<file path="config.mk">
export PLATFORM = sky130hd
export DESIGN_NAME = uart_wb_host_bridge
export DESIGN_NICKNAME = d
export VERILOG_FILES = /design/src/rtl/uart_wb_host_bridge.sv
export SDC_FILE = /design/constraint.sdc
export NUM_CORES = 1
export LEC_CHECK = 0
export CORE_MARGIN = 1
export CORE_UTILIZATION = 56
export DETAILED_ROUTE_END_ITERATION = 8
export PLACE_DENSITY = 0.82
export SYNTH_ARGS = -nofsm -noshare
export SYNTH_HDL_FRONTEND = slang
export SYNTH_SLANG_ARGS = --single-unit
</file>
<file path="constraint.sdc">
create_clock -name CLK -period 3.1 [get_ports CLK]
set_clock_uncertainty 0.1 [all_clocks]
set_input_delay 0.93 -clock CLK [delete_from_list [all_inputs] [get_ports CLK]]
set_output_delay 0.93 -clock CLK [all_outputs]
set_load 0.005 [all_outputs]
</file>
<file path="src/rtl/uart_wb_host_bridge.sv">
// UART (8N1) command frames to single pipelined Wishbone transfers; status/read data returned over UART.
// Optional trailing XOR checksum byte when CORTEZ_UART_CSUM_EN is defined.
module uart_wb_host_bridge #(
    parameter int CLKS_PER_BIT   = 868,
    parameter int ADDR_WIDTH     = 32,
    parameter int DATA_WIDTH     = 8,
    parameter int TIMEOUT_CYCLES = 1024
) (
    input  logic                  CLK,
    input  logic                  RST,
    input  logic                  UART_RX,
    output logic                  UART_TX,
    output logic                  WB_CYC,
    output logic                  WB_STB,
    output logic                  WB_WE,
    output logic [ADDR_WIDTH-1:0] WB_ADDR,
    output logic [DATA_WIDTH-1:0] WB_WDATA,
    output logic                  WB_SEL,
    input  logic                  WB_STALL,
    input  logic                  WB_ACK,
    input  logic [DATA_WIDTH-1:0] WB_RDATA,
    input  logic                  WB_ERR,
    output logic                  BUSY
);
    localparam int CW = $clog2(CLKS_PER_BIT + 1);
    localparam int TW = $clog2(TIMEOUT_CYCLES + 1);
    localparam logic [CW-1:0] HALF_M1 = CW'(CLKS_PER_BIT / 2 - 1);
    localparam logic [CW-1:0] BIT_M1  = CW'(CLKS_PER_BIT - 1);
    localparam logic [TW-1:0] TMO_M1  = TW'(TIMEOUT_CYCLES - 1);

    typedef enum logic [2:0] {
        S_IDLE, S_ADDR, S_DATA, S_CSUM, S_BUS_REQ, S_BUS_WAIT, S_RESP_STAT, S_RESP_DATA
    } state_t;

`ifdef CORTEZ_UART_CSUM_EN
    localparam state_t FRAME_END = S_CSUM;
`else
    localparam state_t FRAME_END = S_BUS_REQ;
`endif

    state_t state, next_state;

    logic           rx_m, rx_s, rx_prev, rx_busy, rx_vld, rx_ferr;
    logic [CW-1:0]  rx_cnt;
    logic [3:0]     rx_bit;
    logic [7:0]     rx_sh;

    // Bit 0 is the start bit re-checked at half-bit; bit 9 is the stop bit.
    always_ff @(posedge CLK) begin
        if (RST) begin
            rx_m    <= 1'b1;
            rx_s    <= 1'b1;
            rx_prev <= 1'b1;
            rx_busy <= 1'b0;
            rx_cnt  <= '0;
            rx_bit  <= '0;
            rx_sh   <= '0;
            rx_vld  <= 1'b0;
            rx_ferr <= 1'b0;
        end else begin
            rx_m    <= UART_RX;
            rx_s    <= rx_m;
            rx_prev <= rx_s;
            rx_vld  <= 1'b0;
            rx_ferr <= 1'b0;
            if (!rx_busy) begin
                if (rx_prev && !rx_s) begin
                    rx_busy <= 1'b1;
                    rx_cnt  <= '0;
                    rx_bit  <= '0;
                end
            end else if (rx_cnt == ((rx_bit == 4'd0) ? HALF_M1 : BIT_M1)) begin
                rx_cnt <= '0;
                rx_bit <= rx_bit + 4'd1;
                if (rx_bit == 4'd0) begin
                    if (rx_s) rx_busy <= 1'b0;
                end else if (rx_bit == 4'd9) begin
                    rx_busy <= 1'b0;
                    rx_vld  <= rx_s;
                    rx_ferr <= !rx_s;
                end else begin
                    rx_sh <= {rx_s, rx_sh[7:1]};
                end
            end else begin
                rx_cnt <= rx_cnt + CW'(1);
            end
        end
    end

    logic [9:0]     tx_sh;
    logic [3:0]     tx_left;
    logic [CW-1:0]  tx_cnt;
    logic           tx_go, tx_rdy;
    logic [7:0]     tx_dat;

    // Accepting a new byte in the last stop-bit cycle keeps consecutive bytes gap-free.
    assign tx_rdy  = (tx_left == 4'd0) || (tx_left == 4'd1 && tx_cnt == BIT_M1);
    assign UART_TX = (tx_left == 4'd0) ? 1'b1 : tx_sh[0];

    always_ff @(posedge CLK) begin
        if (RST) begin
            tx_sh   <= '1;
            tx_left <= '0;
            tx_cnt  <= '0;
        end else if (tx_go && tx_rdy) begin
            tx_sh   <= {1'b1, tx_dat, 1'b0};
            tx_left <= 4'd10;
            tx_cnt  <= '0;
        end else if (tx_left != 4'd0) begin
            if (tx_cnt == BIT_M1) begin
                tx_cnt  <= '0;
                tx_left <= tx_left - 4'd1;
                tx_sh   <= {1'b1, tx_sh[9:1]};
            end else begin
                tx_cnt <= tx_cnt + CW'(1);
            end
        end
    end

    logic                  is_wr, ok;
    logic [1:0]            byte_cnt;
    logic [ADDR_WIDTH-1:0] addr;
    logic [DATA_WIDTH-1:0] wdata, rdata;
    logic [TW-1:0]         tmr;
    logic                  in_bus, bus_done, tmo;
`ifdef CORTEZ_UART_CSUM_EN
    logic [7:0]            csum;
`endif

    assign in_bus   = (state == S_BUS_REQ) || (state == S_BUS_WAIT);
    assign bus_done = WB_ACK || WB_ERR;
    assign tmo      = (tmr == TMO_M1);

    always_ff @(posedge CLK) begin
        if (RST) begin
            is_wr    <= 1'b0;
            ok       <= 1'b0;
            byte_cnt <= '0;
            addr     <= '0;
            wdata    <= '0;
            rdata    <= '0;
            tmr      <= '0;
`ifdef CORTEZ_UART_CSUM_EN
            csum     <= '0;
`endif
        end else begin
            tmr <= in_bus ? tmr + TW'(1) : '0;
            if (rx_vld) begin
                case (state)
                    S_IDLE: begin
                        is_wr    <= (rx_sh == 8'h57);
                        ok       <= 1'b0;
                        byte_cnt <= '0;
                    end
                    S_ADDR: begin
                        addr     <= {addr[ADDR_WIDTH-9:0], rx_sh};
                        byte_cnt <= byte_cnt + 2'd1;
                    end
                    S_DATA:  wdata <= rx_sh;
                    default: ;
                endcase
`ifdef CORTEZ_UART_CSUM_EN
                if (state == S_IDLE) csum <= rx_sh;
                else if (state == S_ADDR || state == S_DATA) csum <= csum ^ rx_sh;
`endif
            end
            // ERR has priority; a timeout leaves ok cleared.
            if (in_bus && bus_done) begin
                ok <= !WB_ERR;
                if (!WB_ERR) rdata <= WB_RDATA;
            end
        end
    end

    always_ff @(posedge CLK) begin
        if (RST) state <= S_IDLE;
        else     state <= next_state;
    end

    always_comb begin
        next_state = state;
        tx_go      = 1'b0;
        tx_dat     = 8'h15;
        case (state)
            S_IDLE:
                if (rx_vld) next_state = (rx_sh == 8'h57 || rx_sh == 8'h52) ? S_ADDR : S_RESP_STAT;
            S_ADDR:
                if (rx_vld && byte_cnt == 2'd3) next_state = is_wr ? S_DATA : FRAME_END;
            S_DATA:
                if (rx_vld) next_state = FRAME_END;
`ifdef CORTEZ_UART_CSUM_EN
            S_CSUM:
                if (rx_vld) next_state = (rx_sh == csum) ? S_BUS_REQ : S_RESP_STAT;
`endif
            S_BUS_REQ:
                if (bus_done || tmo) next_state = S_RESP_STAT;
                else if (!WB_STALL)  next_state = S_BUS_WAIT;
            S_BUS_WAIT:
                if (bus_done || tmo) next_state = S_RESP_STAT;
            S_RESP_STAT: begin
                tx_go  = 1'b1;
                tx_dat = ok ? 8'h06 : 8'h15;
                if (tx_rdy) next_state = (ok && !is_wr) ? S_RESP_DATA : S_IDLE;
            end
            S_RESP_DATA: begin
                tx_go  = 1'b1;
                tx_dat = rdata;
                if (tx_rdy) next_state = S_IDLE;
            end
            default: next_state = S_IDLE;
        endcase
        if (rx_ferr && (state == S_IDLE || state == S_ADDR || state == S_DATA || state == S_CSUM))
            next_state = S_IDLE;
    end

    assign WB_CYC   = in_bus;
    assign WB_STB   = (state == S_BUS_REQ);
    assign WB_WE    = in_bus && is_wr;
    assign WB_SEL   = in_bus;
    assign WB_ADDR  = addr;
    assign WB_WDATA = wdata;
    assign BUSY     = (state != S_IDLE);

endmodule

</file>
**Run 1: signal wires by layer**

(4 px per µm) Two of the layers only.
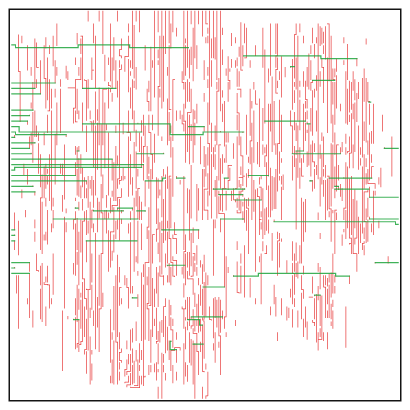
M3: drawn in green, wire length 653 µm. M2: drawn in red, wire length 5810 µm.
WL final: 11.8 mm
wire length per cell: 15.4 µm
Total GRT Usage: 0.260
vias: 4404

**Run 1: ports around the boundary**

(4 px per µm) Pins as bars across the die edge, other pins in gray.
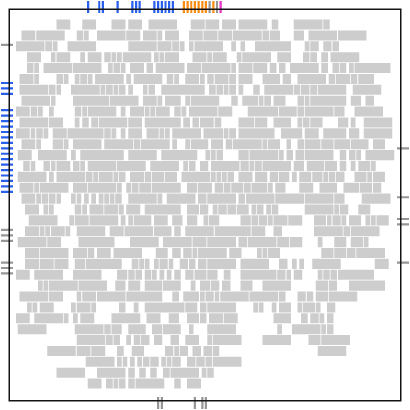
WB_RDATA: drawn in orange, pins 8, direction input, edge north. WB_ADDR: drawn in blue, pins 32, direction output, edge 19 west, 13 north. WB_ACK: drawn in magenta, pins 1, direction input, edge north.
die extent in x: 97.5 µm
Die Y: 97.5 µm
port buffer count: 59

**Run 1: port wiring**

(3 px per µm)
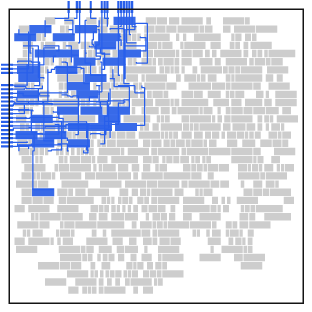
WB_ADDR: drawn in blue, direction output, edge 19 west, 13 north, end cells 32, buffers 32, wire 1120 µm.

==> reports/results.tsv, run 1 <==
metric	value	unit
outcome	finished, final reports clean	
min-delay-start	rx_m	
area_growth	23.6	%
crit_cells	3	
via_per_inst	5.75	
ys_types	62	
yosys_warnings	0	
met2_usage	0.442	
synthTopCellsByCount	117 x dfxtp_1, 98 x nand2_1, 62 x a21oi_1, 53 x nor2_1, 26 x clkbuf_1	
ir_drop	0.424	mV
switching_share	0.228	
combGateArea	2540	µm²
worst_pin_slew	0.926	ns
rows	34	
synth_chip_area	5100	µm²
first_global_vias	4372	
clock_power	1.92	mW
slowest_stage	clkdlybuf4s50_1	
maxSlewHeadroom	0.382	
clk_latency	0.52	ns
endpoint	WB_CYC	
final_util	0.720	
synthMostInstantiatedCell	dfxtp_1	
combPwrFrac	0.017	
path_class	reg -> out	
end_kind	primary output	
reg2reg_depth	7	
antenna_found_initial	0	
rrSetupSlack	0.56	ns
crit_family	buffers and inverters	
whs_path_depth	1	
max_freq	333	MHz
fp_util	0.583	
routabilityCongestion	0.821	
fin_crit	3.00	ns
flop_cell	dfxtp_1	
p_int	2.69	mW
pre_cts_ws	0.297	ns
dr.first_iter.drc_count	202	
maxPowerGroup	the clock network	
postSynthSeqShare	0.459	
diodes	0	
dr.pass1.iters	7	
setup_viol	0	
warning_count	30	
regArea	2340	µm²
period_used_share	0.969	
seq_cell_power	1.51	mW
synth_area_per_cell	8.58	µm²
ys_cells	595	
cts_tree	done	
r2r_start	rx_bit[0]	
fillers	647	
place_area	5710	µm²
grt_max_degree	54	
lay_top_count	dfxtp_1	
chipArea	9500	µm²
place_hpwl	7.57	mm
cp-start-kind	flip-flop	
grt_busiest_layer	met2	
final_antenna_net_count	0	
cts-root-buf	clkbuf_8	
stdcell_area	6310	µm²
stdcell_count	766	
htree_levels	4	
arrival	1.97	ns
cts_buffer_depth	2	
pin_count	60	
rr_endpoint	rx_sh[3]	
hold_viol	0	
drive_gt1_frac	0.0973	
clk_pin_slew	0.06	ns
## run 1: logic make-up (layout without fill, tap and decap cells)
group / Yosys count / count (layout) / synth area share
simple gates: 253 / 253 / 0.246
compound gates: 117 / 117 / 0.139
flops: 117 / 117 / 0.459
buf+inv: 52 / 115 / 0.0453
mux: 27 / 27 / 0.0534
xor+xnor: 19 / 19 / 0.0326
fa+ha+maj: 10 / 10 / 0.0245
## run 1: cell type report
class | instances | share of cell area
Clock buffer | 17 | 0.0657
Clock inverter | 15 | 0.0272
Inverter | 16 | 0.00952
Multi-Input combinational cell | 426 | 0.402
Sequential cell | 117 | 0.372
Tap cell | 108 | 0.0214
Timing Repair Buffer | 67 | 0.102
**Run 1: placement view**

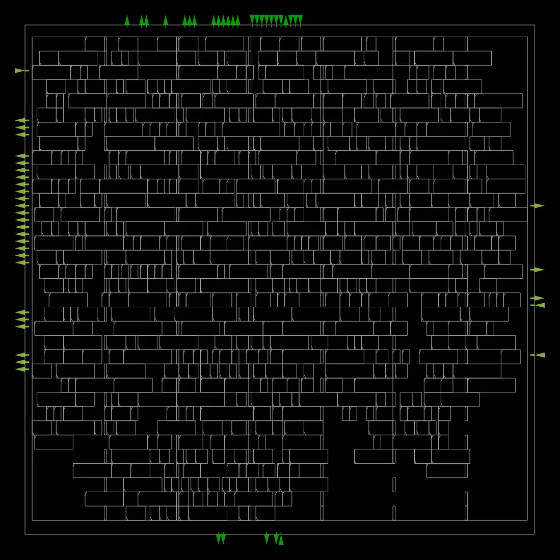

==> run 2: changes to the inputs <==
--- a/config.mk
+++ b/config.mk
@@ -6,9 +6,9 @@
 export NUM_CORES = 1
 export LEC_CHECK = 0
 export CORE_MARGIN = 1
-export CORE_UTILIZATION = 56
+export CORE_UTILIZATION = 45
 export DETAILED_ROUTE_END_ITERATION = 8
-export PLACE_DENSITY = 0.82
+export PLACE_DENSITY = 0.68
 export SYNTH_ARGS = -nofsm -noshare
 export SYNTH_HDL_FRONTEND = slang
 export SYNTH_SLANG_ARGS = --single-unit
==> constraint.sdc (replaced) <==
create_clock -name CLK -period 3.4 [get_ports CLK]
set_clock_uncertainty 0.1 [all_clocks]
set_input_delay 1.02 -clock CLK [delete_from_list [all_inputs] [get_ports CLK]]
set_output_delay 1.02 -clock CLK [all_outputs]
set_load 0.005 [all_outputs]
**Run 2: placement view**

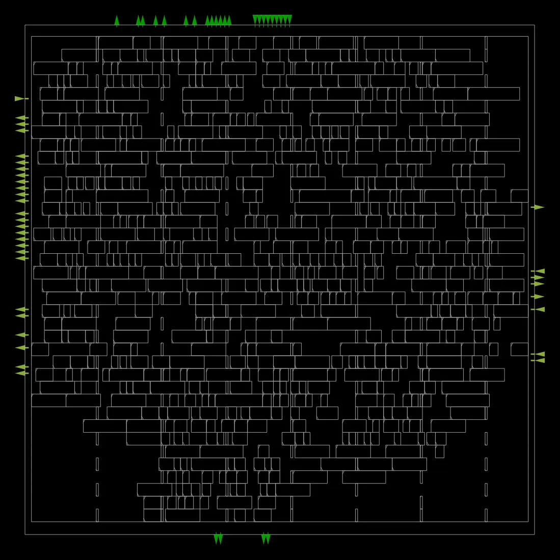
fin util: 0.582
Fillers: 1002
Rows: 38

==> run 2 against run 1 <==
  * Setup slack gained 0.12 ns
  * Synthesized cell count stayed put
  * Clock power decreased by 3%
  * Sequential power shrank 9%
  * Sequential share of layout area shrank 0.38 points
  * Worst hold slack gained 0.0091 ns
  * Total power shrank 5.7%
  * Global-route usage down 6.0 points
  * Final cell count up 4.0%
  * Combinational power is 8.1% lower
  * Synthesized area is the same
  * Critical path type unchanged
  * Critical endpoint is now UART_TX
==> reports/results.tsv, run 2 <==
metric	value	unit	change
synthMostInstantiatedCell	dfxtp_1		
synthAoiAreaFrac	0.139		unchanged
worst_pin_slew	0.815	ns	-0.111 ns
top_logic_kind	simple AND/OR/NAND/NOR gates		
path_class	reg -> out		
period_used_share	0.935		
r2r_start	rx_bit[0]		
antenna_found_initial	0		unchanged
arrival	2.06	ns	+0.09 ns
synth_chip_area	5100	µm²	unchanged
ir_drop	0.383	mV	-9.6%
synthMuxAreaShare	0.0534		unchanged
wl	11.2	mm	-5.1%
grt.total_usage	0.200		-0.0601
htree_levels	4		unchanged
synthTopCellsByCount	117 x dfxtp_1, 98 x nand2_1, 62 x a21oi_1, 53 x nor2_1, 26 x clkbuf_1		
switching_share	0.194		-0.0340
via_per_inst	5.38		-6.5%
end_kind	primary output		
synthSimpleGateAreaFrac	0.246		unchanged
reg2reg_depth	7		unchanged
xor_share	0.0326		unchanged
rr_endpoint	rx_sh[1]		
combPwrFrac	0.017		about the same
area_growth	24.8	%	
dr.first_iter.drc_count	174		-14%
endpoint	UART_TX		
ys_types	62		unchanged
outcome	finished, final reports clean		
p_int	2.65	mW	-1.5%
grt_busiest_layer	met2		
postSynthSeqShare	0.459		unchanged
drive_gt1_frac	0.0868		-0.0105
seq_cell_power	1.38	mW	-9%
chipArea	11800	µm²	+24%
clk_pin_slew	0.05	ns	about the same
clock_power	1.86	mW	-3%
yosys_warnings	0		unchanged
crit_cells	5		+2
stdcell_area	6370	µm²	+0.97%
cts_tree	done		
wl_per_cell	14.0	µm	-8.8%
fin_crit	3.18	ns	
cp-start-kind	flip-flop		
routabilityCongestion	0.836		+1.9%
die_w	109	µm	+11%
adder_share	0.0245		unchanged
portBuffers	59		unchanged
grt_max_degree	38		-30%
max_freq	314	MHz	
**Run 2: port wiring**

(2 px per µm)
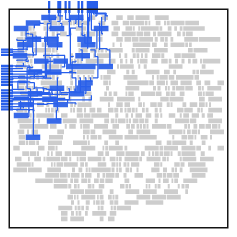
WB_ADDR: drawn in blue, direction output, edge 19 west, 13 north, end cells 32, buffers 32, wire 1040 µm.

## run 2: cell counts after synthesis
Identical to the previous run, type by type.
## run 2: kinds of logic (layout without fill, tap and decap cells)
logic type | Yosys count | in the layout
mux | 27 | 27
buf+inv | 52 | 114
compound gates | 117 | 117
fa+ha+maj | 10 | 10
xor+xnor | 19 | 19
flops | 117 | 117
simple gates | 253 | 253
## run 2: worst min path at each step
stage               cells past startpoint    to  slack [ns]
floorplan                               1  rx_s        0.29
global placement                        1  rx_s        0.30
detailed placement                      1  rx_s        0.30
CTS                                     1  rx_s        0.33
global route                            1  rx_s        0.36
finish                                  1  rx_s        0.33
## run 2: final cells by class
cell class                 count  area (µm²)
sequential                   117        2340
clock buffer                  22         464
clock inverter                10         153
tap                          140         175
timing repair buffer          66         638
inverter                      16        60.1
multi-input combinational    426        2540
fill                        1002        4570
**Run 2: ports around the boundary**

(4 px per µm) Pins as bars across the die edge, other pins in gray.
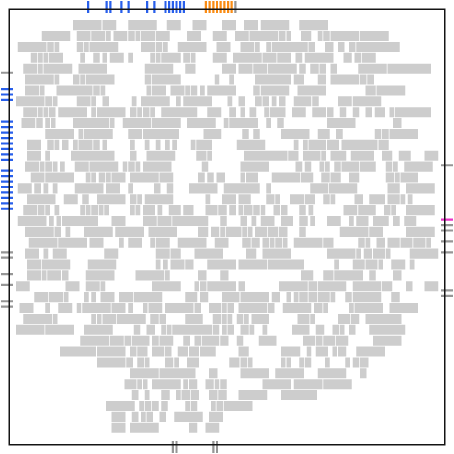

==> run 3: changes to the inputs <==
--- a/config.mk
+++ b/config.mk
@@ -9,6 +9,7 @@
 export CORE_UTILIZATION = 45
 export DETAILED_ROUTE_END_ITERATION = 8
 export PLACE_DENSITY = 0.68
+export SETUP_SLACK_MARGIN = 0.15
 export SYNTH_ARGS = -nofsm -noshare
 export SYNTH_HDL_FRONTEND = slang
 export SYNTH_SLANG_ARGS = --single-unit
**Run 3: ports around the boundary**

(4 px per µm) Pins as bars across the die edge, other pins in gray.
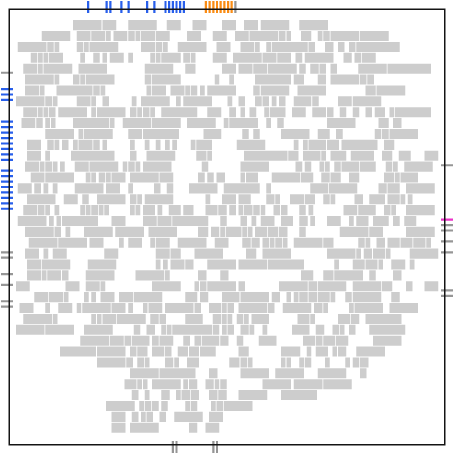
WB_RDATA: drawn in orange, pins 8, direction input, edge north. WB_ADDR: drawn in blue, pins 32, direction output, edge 19 west, 13 north. WB_ACK: drawn in magenta, pins 1, direction input, edge east.
All pins by edge: 26 west, 22 north, 8 east, 4 south.

==> run 3 against run 2 <==
  * Sequential share of layout area shrank 0.086 points
  * Fmax increased by 0.92%
  * Flip-flop count did not move
  * Critical path depth stayed put
  * Total power about the same
  * Synthesized area did not move
  * Die size stayed put
  * Final cell count rose by 0.25%
  * Sequential power about the same
  * Critical endpoint unchanged
==> reports/results.tsv, run 3 <==
metric	value	unit	change
top_logic_kind	simple AND/OR/NAND/NOR gates		
antenna_found_initial	0		unchanged
dr.pass1.iters	4		
area_growth	25.0	%	
hold_viol	0		
grt_max_degree	38		unchanged
xor_share	0.0326		unchanged
grt.total_usage	0.200		+0.000256
dr.first_iter.drc_count	192		+10%
use_met3	0.0741		
grt_busiest_layer	met2		
fp_util	0.467		
ys_types	62		unchanged
seq_cell_power	1.38	mW	about the same
cts_tree	done		
endpoint	UART_TX		
reg2reg_depth	7		unchanged
htree_levels	4		unchanged
adder_share	0.0245		unchanged
final_antenna_net_count	0		
worst_pin_slew	0.795	ns	-0.0202 ns
cts_made_buffers	17		
p_int	2.65	mW	about the same
fillers	1003		+0.10%
arrival	2.03	ns	-0.03 ns
synthTopCellsByCount	117 x dfxtp_1, 98 x nand2_1, 62 x a21oi_1, 53 x nor2_1, 26 x clkbuf_1		
whs_endpoint	rx_s		
combGateArea	2540	µm²	unchanged
portBuffers	59		unchanged
p_sw	0.637	mW	
fin_crit	3.15	ns	-0.0289 ns
r2r_start	rx_bit[0]		
rr_endpoint	rx_sh[1]		
postSynthSeqShare	0.459		unchanged
wl_per_cell	14.0	µm	-0.17%
cp-start-kind	flip-flop		
combPwrFrac	0.017		about the same
ir_drop	0.383	mV	about the same
switching_share	0.194		about the same
chipArea	11800	µm²	unchanged
regArea	2340	µm²	unchanged
path_class	reg -> out		
wl	11.2	mm	about the same
rows	38		unchanged
pre_cts_ws	0.511	ns	
yosys_warnings	0		unchanged
synth_chip_area	5100	µm²	unchanged
via_per_inst	5.37		-0.23%
synthAoiAreaFrac	0.139		unchanged
drive_gt1_frac	0.0895		+0.00277
clk_pin_slew	0.05	ns	about the same
routabilityCongestion	0.836		unchanged
mostFrequentLayoutCells	117 x dfxtp_1, 98 x nand2_1, 62 x a21oi_1, 58 x clkdlybuf4s50_1, 53 x nor2_1		
clock_power	1.86	mW	about the same
whs_path_depth	1		unchanged
outcome	finished, final reports clean		
synthMuxAreaShare	0.0534		unchanged
cellLeakagePower	2.19	nW	
synthSimpleGateAreaFrac	0.246		unchanged
startpoint	tx_left[0]		
synthMostInstantiatedCell	dfxtp_1		
**Run 3: signal wires by layer**

(4 px per µm) Two of the layers only.
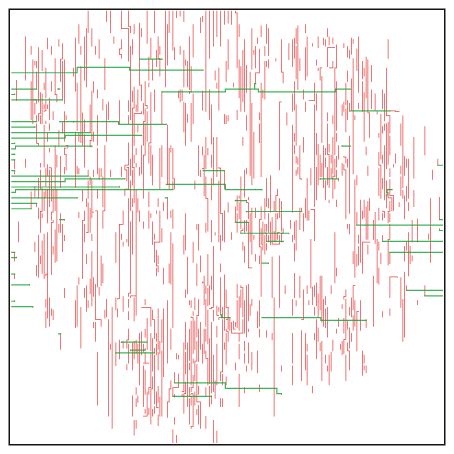
M2: drawn in red, wire length 4990 µm. M3: drawn in green, wire length 640 µm.

[run 3: cell counts after synthesis]
No cell type changed its count.
[run 3: critical path, stage by stage, from the launching register on]
cell             delay (ns)
dfxtp_1                0.34
inv_1                  0.09
ha_1                   0.18
or3b_4                 0.42
nand2b_1               0.09
clkdlybuf4s50_1        0.49
[run 3: cell type report]
type,count,area share
Multi-Input combinational cell,426,0.397
Sequential cell,117,0.367
Timing Repair Buffer,68,0.102
Clock buffer,22,0.0727
Tap cell,140,0.0274
Clock inverter,10,0.0239
Inverter,16,0.00941
[run 3: per-stage QoR]
stage                      util  cell area, µm²
after floorplan               -            5100
after global placement    0.526            5750
after detailed placement  0.526            5750
after CTS                 0.582            6370
after global routing      0.584            6380
final                     0.584            6380
Power is estimated from default activity; no workload was simulated.
